==> src/rtl/riscv_v_exe_wb_buffer.sv <==
`default_nettype none
// ============================================================================
// Module   : riscv_v_exe_wb_buffer
// Brief    : In-order writeback FIFO draining vector ALU results to the VRF,
//            v0 mask and IRF write ports, with a pending-write scoreboard.
// Revision : 1.0 - initial release
// ============================================================================
module riscv_v_exe_wb_buffer #(
    parameter int DEPTH    = 4,
    parameter int VLEN     = 128,
    parameter int NUM_ELEM = 16,
    parameter int XLEN     = 32
) (
    input  logic                clk,
    input  logic                rst,
    input  logic                flush,
    input  logic                exe_valid,
    output logic                exe_ready,
    input  logic [VLEN-1:0]     exe_vec_result,
    input  logic [VLEN/8-1:0]   exe_vec_be,
    input  logic [4:0]          exe_vdst,
    input  logic                exe_wr_vec,
    input  logic [NUM_ELEM-1:0] exe_mask_result,
    input  logic                exe_wr_mask,
    input  logic [XLEN-1:0]     exe_int_result,
    input  logic [4:0]          exe_rdst,
    input  logic                exe_wr_int,
    output logic                vrf_we,
    output logic [4:0]          vrf_waddr,
    output logic [VLEN-1:0]     vrf_wdata,
    output logic [VLEN/8-1:0]   vrf_wbe,
    input  logic                vrf_ready,
    output logic                mask_we,
    output logic [NUM_ELEM-1:0] mask_wdata,
    input  logic                mask_ready,
    output logic                irf_we,
    output logic [4:0]          irf_waddr,
    output logic [XLEN-1:0]     irf_wdata,
    input  logic                irf_ready,
    output logic [31:0]         busy_vreg,
    output logic                busy_v0,
    output logic [31:0]         busy_xreg
);

    localparam int              PTR_W   = $clog2(DEPTH);
    localparam logic [PTR_W:0]  C_DEPTH = (PTR_W+1)'(DEPTH);

    logic [VLEN-1:0]     r_vec_data  [DEPTH];
    logic [VLEN/8-1:0]   r_vec_be    [DEPTH];
    logic [4:0]          r_vdst      [DEPTH];
    logic [NUM_ELEM-1:0] r_mask_data [DEPTH];
    logic [XLEN-1:0]     r_int_data  [DEPTH];
    logic [4:0]          r_rdst      [DEPTH];

    logic [DEPTH-1:0] r_pend_vec, r_pend_mask, r_pend_int;
    logic [PTR_W-1:0] r_rd_ptr, r_wr_ptr;
    logic [PTR_W:0]   r_count;

    logic             w_head_valid, w_push, w_pop;
    logic             w_vrf_fire, w_mask_fire, w_irf_fire;
    logic [DEPTH-1:0] w_valid;
    logic [31:0]      w_busy_vreg, w_busy_xreg;
    logic             w_busy_v0;

    assign w_head_valid = (r_count != '0);
    assign exe_ready    = (r_count != C_DEPTH);
    assign w_push       = exe_valid & exe_ready;

    // Write requests are gated only by reset-cleared state, never by data.
    assign vrf_we     = w_head_valid & r_pend_vec[r_rd_ptr];
    assign vrf_waddr  = r_vdst[r_rd_ptr];
    assign vrf_wdata  = r_vec_data[r_rd_ptr];
    assign vrf_wbe    = r_vec_be[r_rd_ptr];
    assign mask_we    = w_head_valid & r_pend_mask[r_rd_ptr];
    assign mask_wdata = r_mask_data[r_rd_ptr];
    assign irf_we     = w_head_valid & r_pend_int[r_rd_ptr];
    assign irf_waddr  = r_rdst[r_rd_ptr];
    assign irf_wdata  = r_int_data[r_rd_ptr];

    assign w_vrf_fire  = vrf_we  & vrf_ready;
    assign w_mask_fire = mask_we & mask_ready;
    assign w_irf_fire  = irf_we  & irf_ready;

    assign w_pop = w_head_valid
                 & (w_vrf_fire  | ~r_pend_vec[r_rd_ptr])
                 & (w_mask_fire | ~r_pend_mask[r_rd_ptr])
                 & (w_irf_fire  | ~r_pend_int[r_rd_ptr]);

    always_ff @(posedge clk or posedge rst) begin
        if (rst) begin
            r_pend_vec  <= '0;
            r_pend_mask <= '0;
            r_pend_int  <= '0;
            r_rd_ptr    <= '0;
            r_wr_ptr    <= '0;
            r_count     <= '0;
        end else if (flush) begin
            r_pend_vec  <= '0;
            r_pend_mask <= '0;
            r_pend_int  <= '0;
            r_rd_ptr    <= '0;
            r_wr_ptr    <= '0;
            r_count     <= '0;
        end else begin
            if (w_vrf_fire)  r_pend_vec[r_rd_ptr]  <= 1'b0;
            if (w_mask_fire) r_pend_mask[r_rd_ptr] <= 1'b0;
            if (w_irf_fire)  r_pend_int[r_rd_ptr]  <= 1'b0;
            if (w_push) begin
                r_pend_vec[r_wr_ptr]  <= exe_wr_vec;
                r_pend_mask[r_wr_ptr] <= exe_wr_mask;
                r_pend_int[r_wr_ptr]  <= exe_wr_int & (exe_rdst != 5'd0);
                r_wr_ptr              <= r_wr_ptr + 1'b1;
            end
            if (w_pop) r_rd_ptr <= r_rd_ptr + 1'b1;
            case ({w_push, w_pop})
                2'b10:   r_count <= r_count + 1'b1;
                2'b01:   r_count <= r_count - 1'b1;
                default: r_count <= r_count;
            endcase
        end
    end

    always_ff @(posedge clk) begin
        if (w_push) begin
            r_vec_data[r_wr_ptr]  <= exe_vec_result;
            r_vec_be[r_wr_ptr]    <= exe_vec_be;
            r_vdst[r_wr_ptr]      <= exe_vdst;
            r_mask_data[r_wr_ptr] <= exe_mask_result;
            r_int_data[r_wr_ptr]  <= exe_int_result;
            r_rdst[r_wr_ptr]      <= exe_rdst;
        end
    end

    // Entry i is live when its distance from the head is below the count.
    for (genvar gi = 0; gi < DEPTH; gi++) begin : g_valid
        logic [PTR_W-1:0] w_off;
        assign w_off       = PTR_W'(gi) - r_rd_ptr;
        assign w_valid[gi] = ({1'b0, w_off} < r_count);
    end

    always_comb begin
        w_busy_vreg = '0;
        w_busy_xreg = '0;
        w_busy_v0   = 1'b0;
        for (int i = 0; i < DEPTH; i++) begin
            if (w_valid[i] && r_pend_vec[i])  w_busy_vreg[r_vdst[i]] = 1'b1;
            if (w_valid[i] && r_pend_int[i])  w_busy_xreg[r_rdst[i]] = 1'b1;
            if (w_valid[i] && r_pend_mask[i]) w_busy_v0 = 1'b1;
        end
    end

    assign busy_vreg = w_busy_vreg;
    assign busy_v0   = w_busy_v0;
    assign busy_xreg = {w_busy_xreg[31:1], 1'b0};

endmodule
`default_nettype wire

==> config.mk <==
export PLATFORM = sky130hd
export DESIGN_NAME = riscv_v_exe_wb_buffer
export DESIGN_NICKNAME = d
export VERILOG_FILES = /design/src/rtl/riscv_v_exe_wb_buffer.sv
export SDC_FILE = /design/constraint.sdc
export NUM_CORES = 1
export LEC_CHECK = 0
export ABC_AREA = 1
export CAP_MARGIN = 5
export CORE_UTILIZATION = 25
export DETAILED_ROUTE_END_ITERATION = 8
export SETUP_SLACK_MARGIN = 0.3
export SLEW_MARGIN = 20
export SYNTH_ARGS = -nofsm -noshare
export SYNTH_HDL_FRONTEND = slang
export SYNTH_SLANG_ARGS = --single-unit
==> constraint.sdc <==
create_clock -name clk -period 6.4 [get_ports clk]
set_input_delay 1.28 -clock clk [delete_from_list [all_inputs] [get_ports clk]]
set_output_delay 1.28 -clock clk [all_outputs]
set_load 0.01 [all_outputs]
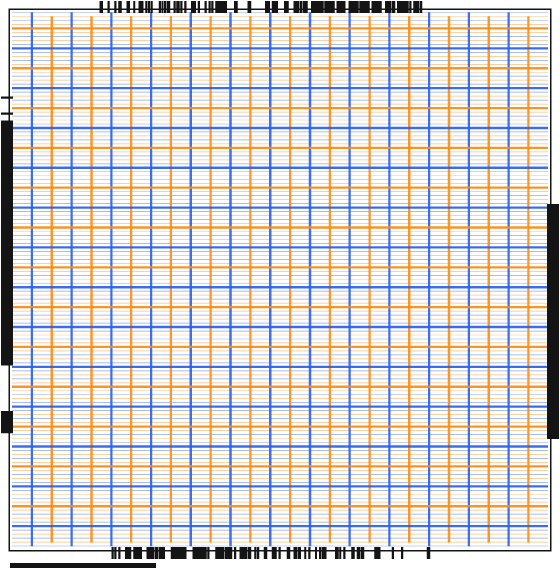
Run 1: supply network
Scale bar: 100 µm. Pins as bars on the die edge.
legend:
  orange:
    net: VDD
  blue:
    net: VSS
met5 straps: 26
rows: 134
met1 rails: 135
signal pins: 483
met4 straps: 26

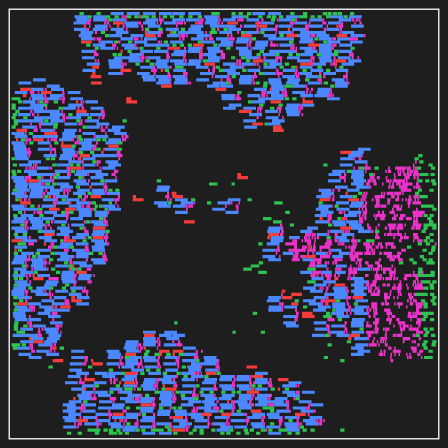
Run 1: placement by cell class
legend:
  magenta:
    class: combinational and other logic
    cells: 1673
  red:
    class: clock drivers and dummy loads
    cells: 158
  blue:
    class: flops
    cells: 827
  green:
    class: other buffers and delay cells
    cells: 507

==> results_dict.tcl, run 1 <==
# metrics dict for downstream scripts
set metrics [dict create \
    status "finished clean" \
    io_pins 483 \
    buffers_excl_clock 507 \
    drv_cap 0 \
    sh_seq_area_pct 57.3 \
    max_stage_delay_ns 0.78 \
    maxSlewHeadroom_pct 34.2 \
    min_period_ns 5.72 \
    global_route.usage.total_pct 13.6 \
    diodes 5 \
    synthToLayoutAreaGrowth_pct 28.3 \
    async_reset_ff_share_pct 2.30 \
    setup_viol 0 \
    slew_viol_final 0 \
    met2_usage_pct 21.3 \
    cts_resized 0 \
    comb-power_w 0.00677 \
    synthCells 2643 \
    cp.required_ns 5.12 \
    synth.distinct_cells 46 \
    avgSynthCellArea_um2 12.7 \
    die-area_um2 136000 \
    clkbuf_count 107 \
    top_regs "r_vec_data (512), r_int_data (128)" \
    grt.met3_usage_pct 5.31 \
    cts_buffers 87 \
    met1_usage_pct 17.0 \
    area_dominant_class "registers" \
    ctsHtreeMaxLevel 3 \
    clockPowerShare_pct 26.5 \
    crit_family "buffers and inverters" \
    startpoint_type "flip-flop" \
    p_sw_w 0.00637 \
    drive_above_1_share_pct 6.98 \
    area_leaders "edfxtp_1 (72%), o21ai_0 (6.2%), nor2_1 (4.8%)" \
    synth-edff-count 808 \
    synthMuxAreaShare_pct 0 \
    hold_path_startpoint "r_pend_mask[3]$_DFF_PP0_" \
    yosysTopAreaCell "edfxtp_1" \
    synthTopLogicFamily "AND-OR/OR-AND gates" \
    p_seq_w 0.00671 \
    overflow 0 \
    rows 134 \
    reg2regPathDepth 16 \
    whs_ns 0.563 \
    yosys_warnings 0 \
    clk_path_buf_depth 3 \
    grt_pass1_wl_um 140000 \
    ys_sh_aoi_pct 12.1 \
    cp-end-kind "output pin" \
    syn_area_um2 33700 \
    finalNetCount 3321 \
    hold_end "r_pend_mask[3]$_DFF_PP0_" \
    dpl_cell_area_um2 40400 \
    cp_num_cells 11 \
    drt_iter0_markers 2023 \
    hold_buffers 0 \
    largest_reg_flops 512 \
    p_int_w 0.0120 \
    mostFrequentLayoutCells "edfxtp_1 (808), clkdlybuf4s50_1 (481), nor2_1 (426)" \
    path_class "flip-flop to output pin" \
    simple_gate_area_share_pct 10.6 \
    p_per_area_nw_per_um2 424 \
    tightestPinTransition_ns 0.986 \
    io_buffers 481 \
    final_area_um2 43200 \
    arrival_ns 4.44 \
    cts_tree "built" \
    busiest_layer "met2" \
    dp_cells 4774 \
    die_w_um 369 \
    fill_cells 13251 \
    flop-count 827 \
    top_register "r_vec_data" \
    cp_common_cell "ha_1" \
    place_congestion 0.979 \
    hold_class "flip-flop to flip-flop" \
    fmax_ghz 0.175 \
    power.total_w 0.0183 \
    buffer_area_share_pct 12.0 \
    comb_share_pct 18.1 \
    insertion_delay_ns 0.67 \
    endpoint "busy_vreg[1]" \
    comb_cells 1555 \
    swShare_pct 34.8 \
    worst_slack_ns 0.681 \
    rrSetupSlack_ns 2.94 \
    peakVddDrop_mv 0.359 \
    first_global_vias 21815 \
    place_ws_ns 1.28 \
    lay_top_count "edfxtp_1" \
    ys_cells 2643 \
    hold_viol 0 \
    fp.dieH_um 369 \
    critPathBufInv 3 \
    stdcell_count 4938 \
    inv_count 118 \
    warnings 49 \
    antenna_found_initial 26 \
    seqPwrFrac_pct 36.6 \
    min_delay_path_depth 2 \
    worstPathMaxFanout 102 \
    ys_sh_adder_pct 0.506 \
    drtAntennaViolNets 0 \
    ys.flop_type "edfxtp_1" \
    drt_first_pass_iters 8 \
    detail_route.wl_per_cell_um 19.4 \
    ff_latch_area_um2 24700 \
    comb_power_share_pct 36.9 \
    yosys-top-cells-count "edfxtp_1 (808), nor2_1 (426), o21ai_0 (420), nand2_1 (226), o22ai_1 (195)" \
    clk_pin_slew_ns 0.06 \
    cts_root_buf "clkbuf_16" \
    timing.rr.start "r_rd_ptr[0]$_DFFE_PP0P_" \
    rsz0062_at_grt "false" \
    critPathLaunch "r_rd_ptr[0]$_DFFE_PP0P_" \
]
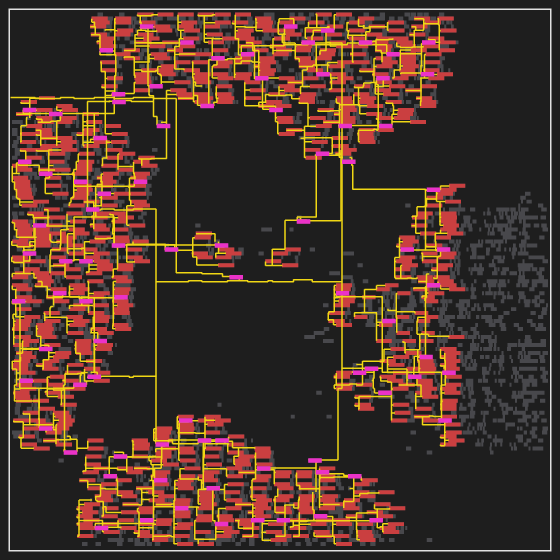
Run 1: routed clock nets over the placement
legend:
  yellow:
    item: clock wires
    length: 10000 µm
  magenta:
    item: clock drivers
    count: 87
  red:
    item: flip-flops
    count: 827
routed clock nets: 88
flops lie: all over the die

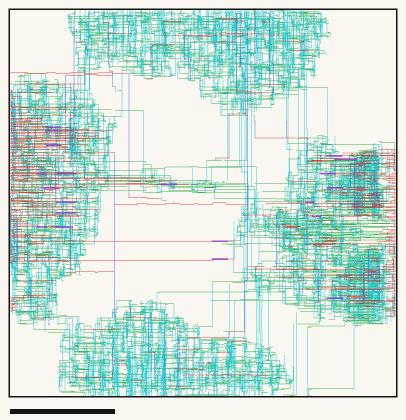
Run 1: metal layers overlaid
Scale bar: 100 µm.
legend:
  red:
    layer: metal 3
    wire_length: 9760 µm
  blue:
    layer: metal 4
    wire_length: 2430 µm
  cyan:
    layer: metal 2
    wire_length: 43.9 mm
  green:
    layer: metal 1
    wire_length: 39.5 mm
  purple:
    layer: metal 5
    wire_length: 264 µm
Post-Route WL: 95800 µm
vias: 22930

==> run 1 -> run 2 <==
--- a/config.mk
+++ b/config.mk
@@ -7,3 +7,2 @@
 export LEC_CHECK = 0
-export ABC_AREA = 1
 export CAP_MARGIN = 5
==> constraint.sdc (replaced) <==
create_clock -name clk -period 6.4 [get_ports clk]
set_input_delay 0.64 -clock clk [delete_from_list [all_inputs] [get_ports clk]]
set_output_delay 0.64 -clock clk [all_outputs]
set_load 0.01 [all_outputs]
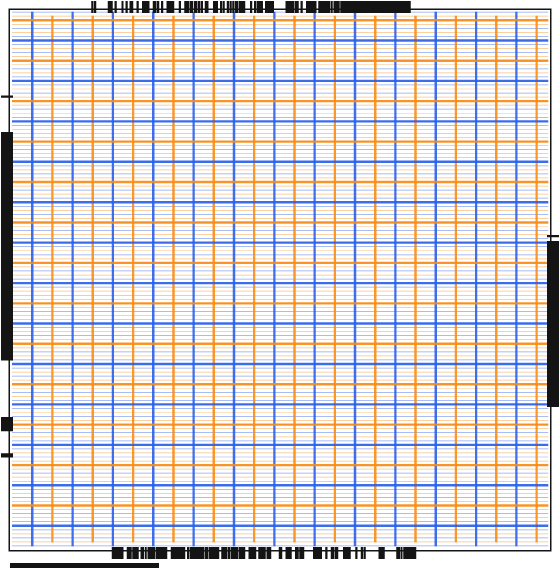
Run 2: supply network
Scale bar: 100 µm. Pins as bars on the die edge.
Peak VDD IR: 0.477 mV
area of the core: 129000 µm²
Die X: 363 µm

==> run 2 against run 1 <==
Effect of this change: worst hold slack worse by 0.083 ns; maximum frequency is 6.1% higher; final cell count is 21% lower; synthesized area is 3.1% lower; routed wire length is 8.1% lower; global-route usage is 0.51 points lower; combinational power is 34% lower; first-iteration DRC count is 35% lower; clock skew is 0.028 ns higher; highest routed layer unchanged.
==> results_dict.tcl, run 2 <==
# metrics dict for downstream scripts
set metrics [dict create \
    clk_path_buf_depth 3 \
    async_reset_ff_share_pct 2.30 \
    buffers_excl_clock 507 \
    overflow 0 \
    hold_viol 0 \
    flop-count 827 \
    ctsHtreeMaxLevel 3 \
    arrival_ns 4.75 \
    swShare_pct 28.0 \
    die-area_um2 132000 \
    cts_buffers 91 \
    final_area_um2 42700 \
    grt.met3_usage_pct 4.62 \
    worst_slack_ns 1.01 \
    io_pins 483 \
    seqPwrFrac_pct 41.2 \
    synthMuxAreaShare_pct 14.5 \
    routed-via-count 17899 \
    crit_family "AND-OR/OR-AND gates" \
    yosysTopAreaCell "edfxtp_1" \
    finalNetCount 2320 \
    min_period_ns 5.39 \
    grt_pass1_wl_um 128000 \
    max_stage_delay_ns 1.14 \
    antenna_found_initial 9 \
    rrSetupSlack_ns 2.58 \
    critPathBufInv 3 \
    startpoint_type "flip-flop" \
    drive_above_1_share_pct 17.6 \
    yosys-top-cells-count "edfxtp_1 (808), mux4_2 (205), nand2_1 (92), nand3_1 (46), clkbuf_1 (42)" \
    synth.distinct_cells 57 \
    status "finished clean" \
    place_congestion 0.799 \
    comb-power_w 0.00450 \
    met2_usage_pct 22.6 \
    sh_seq_area_pct 58.0 \
    comb_power_share_pct 27.3 \
    ys_sh_aoi_pct 3.46 \
    cts_tree "built" \
    comb_share_pct 17.7 \
    avgSynthCellArea_um2 20.8 \
    grt_max_degree 108 \
    inv_count 27 \
    detail_route.wl_per_cell_um 22.5 \
    drv_cap 0 \
    slew_viol_final 0 \
    ys_cells 1570 \
    cp-end-kind "output pin" \
    top_regs "r_vec_data (512), r_int_data (128)" \
    drtAntennaViolNets 0 \
    warnings 34 \
    yosysChipArea_um2 32600 \
    largest_reg_flops 512 \
    drt_first_pass_iters 6 \
    p_int_w 0.0118 \
    simple_gate_area_share_pct 4.34 \
    cts_root_buf "clkbuf_16" \
    cts_resized 0 \
    synthToLayoutAreaGrowth_pct 30.9 \
    ys.flop_type "edfxtp_1" \
    tightestPinTransition_ns 1.22 \
    clk_pin_slew_ns 0.06 \
    place_ws_ns 1.67 \
    yosys_warnings 0 \
    power.total_w 0.0165 \
    diodes 2 \
    p_per_area_nw_per_um2 385 \
    area_leaders "edfxtp_1 (74%), mux4_2 (14%), dfrtp_1 (1.5%)" \
    critPathLaunch "r_rd_ptr[0]$_DFFE_PP0P_" \
    path_class "flip-flop to output pin" \
    clockPowerShare_pct 31.5 \
    dpl_cell_area_um2 39700 \
    dp_cells 3743 \
    worstPathMaxFanout 25 \
    hold_class "input port to async pin" \
    insertion_delay_ns 0.69 \
    mostFrequentLayoutCells "edfxtp_1 (808), clkdlybuf4s50_1 (481), mux4_2 (205)" \
    clkbuf_count 108 \
    lay_top_count "edfxtp_1" \
    drt_iter0_markers 1319 \
    busiest_layer "met2" \
    reg2regPathDepth 9 \
    io_buffers 481 \
    p_seq_w 0.00678 \
    syn_area_um2 32600 \
    area_dominant_class "registers" \
    finalWirelength_um 88100 \
    whs_ns 0.480 \
    stdcell_count 3912 \
    first_global_vias 18871 \
    hold_buffers 0 \
    comb_cells 641 \
]
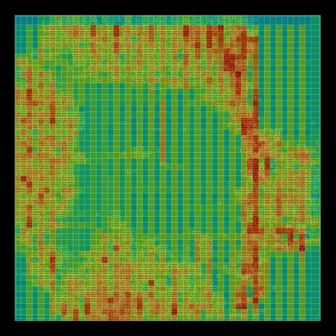
Run 2: track usage over the die
post-layout util: 33.0%
GRT Overall Usage: 13.1%
met1 Use GR: 15.2%

==> run 2 -> run 3 <==
Clock period 6.4 ns to 4.4 ns, I/O delays scaled along.
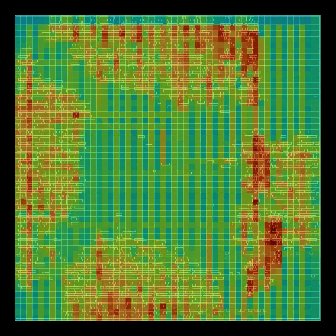
Run 3: track usage over the die
GRT Max-Usage Layer: met2
met2 usage: 23.2%
met1 Use GR: 14.7%
wire per inst: 22.5 µm

==> run 3 against run 2 <==
Effect of this change: setup slack got worse by 0.60 ns; sequential power increased by 45%; first-iteration DRC count increased by 6.6%; flip-flop count unchanged; via count increased by 0.27%.
==> results_dict.tcl, run 3 <==
# metrics dict for downstream scripts
set metrics [dict create \
    dpl_cell_area_um2 40000 \
    final_area_um2 43100 \
    hpwl_um 58900 \
    whs_ns 0.279 \
    simple_gate_area_share_pct 4.34 \
    drt_first_pass_iters 6 \
    utilization_pct 33.3 \
    yosys_warnings 0 \
    finalWirelength_um 88900 \
    reg2regPathDepth 9 \
    min_period_ns 3.99 \
    grt_max_degree 110 \
    rows 132 \
    comb_cells 641 \
    clk_pin_slew_ns 0.06 \
    fp.dieH_um 363 \
    seqPwrFrac_pct 40.9 \
    avgSynthCellArea_um2 20.8 \
    status "finished clean" \
    hold_viol 0 \
    yosys-top-cells-count "edfxtp_1 (808), mux4_2 (205), nand2_1 (92), nand3_1 (46), clkbuf_1 (42)" \
    clk_path_buf_depth 3 \
    yosysTopAreaCell "edfxtp_1" \
    synthTopLogicFamily "multiplexers" \
    synth.distinct_cells 57 \
    io_pins 483 \
    cts_tree "built" \
    p_sw_w 0.00679 \
    inv_count 27 \
    endpoint "busy_vreg[14]" \
    drtAntennaViolNets 0 \
    cp-end-kind "output pin" \
    io_buffers 481 \
    synthDominantCellAreaShare_pct 74.4 \
    worstPathMaxFanout 6 \
    cp_cell_sequence "inv_2, ha_4, inv_1, ha_1, a21o_4, a2111oi_2, buf_4, a22oi_1, nand2_1, clkdlybuf4s50_1" \
    p_int_w 0.0172 \
    synthMuxAreaShare_pct 14.5 \
    die_w_um 363 \
    maxSlewHeadroom_pct 37.5 \
    drive_above_1_share_pct 20.7 \
    critPathLaunch "r_rd_ptr[0]$_DFFE_PP0P_" \
    finalNetCount 2366 \
    worst_slack_ns 0.409 \
    syn_area_um2 32600 \
    clkbuf_count 97 \
    fill_cells 12348 \
    dp_cells 3783 \
    ctsHtreeMaxLevel 3 \
    warnings 41 \
    synth-edff-count 808 \
    area_leaders "edfxtp_1 (74%), mux4_2 (14%), dfrtp_1 (1.5%)" \
    yosysChipArea_um2 32600 \
    insertion_delay_ns 0.68 \
    cts_root_buf "clkbuf_16" \
    hold_buffers 0 \
    power-top-group "registers" \
    drv_cap 0 \
    sh_seq_area_pct 57.4 \
    peakVddDrop_mv 0.456 \
    antenna_found_initial 14 \
    grt_pass1_wl_um 129000 \
    top_regs "r_vec_data (512), r_int_data (128)" \
    diodes 3 \
    buffers_excl_clock 554 \
    lay_top_count "edfxtp_1" \
    crit_family "buffers and inverters" \
    path_class "flip-flop to output pin" \
    top_cell "edfxtp_1" \
    ys_sh_adder_pct 0.522 \
    flop-count 827 \
    first_global_vias 19180 \
    overflow 0 \
    wl_met1_um 32700 \
    ys_sh_aoi_pct 3.46 \
    global_route.usage.total_pct 13.2 \
    core_area_um2 129000 \
    async_reset_ff_share_pct 2.30 \
    timing.rr.start "r_rd_ptr[0]$_DFFE_PP0P_" \
    viasPerCell 4.54 \
    clock_area_share_pct 6.83 \
    die-area_um2 132000 \
    area_dominant_class "registers" \
    hold_class "input port to async pin" \
    ys.flop_type "edfxtp_1" \
    place_ws_ns 0.678 \
    grt.met3_usage_pct 4.89 \
    power.total_w 0.0239 \
    max_stage_delay_ns 0.55 \
    mostFrequentLayoutCells "edfxtp_1 (808), clkdlybuf4s50_1 (457), mux4_2 (205)" \
    buffer_area_share_pct 12.9 \
    drt_iter0_markers 1406 \
    p_per_area_nw_per_um2 556 \
    cp.required_ns 3.96 \
    routed-via-count 17947 \
    p_seq_w 0.00980 \
    comb-power_w 0.00675 \
    swShare_pct 28.4 \
    top_register "r_vec_data" \
    fp_nets 1795 \
    cts_buffers 90 \
    critPathBufInv 4 \
    comb_power_share_pct 28.2 \
    cts_resized 33 \
    tightestPinTransition_ns 0.936 \
    rrSetupSlack_ns 1.20 \
    place_congestion 0.832 \
    finalCritPeriodShare_pct 90.7 \
    ys_cells 1570 \
    finalSetupTns_ns 0 \
    slew_viol_final 0 \
    startpoint_type "flip-flop" \
    comb_share_pct 17.5 \
    largest_reg_flops 512 \
    synthToLayoutAreaGrowth_pct 32.1 \
    stdcell_count 3956 \
    arrival_ns 3.55 \
]
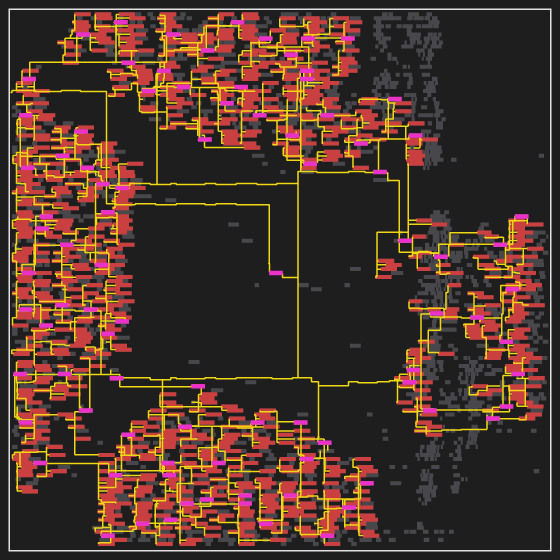
Run 3: routed clock nets over the placement
legend:
  red:
    item: flip-flops
    count: 827
  yellow:
    item: clock wires
    length: 10100 µm
  magenta:
    item: clock drivers
    count: 90
flops lie: all over the die
clock group share of total power: 30.9%
Setup Skew: 0.0357 ns
clk pwr: 0.00740 W

Power is estimated from default activity; no workload was simulated.
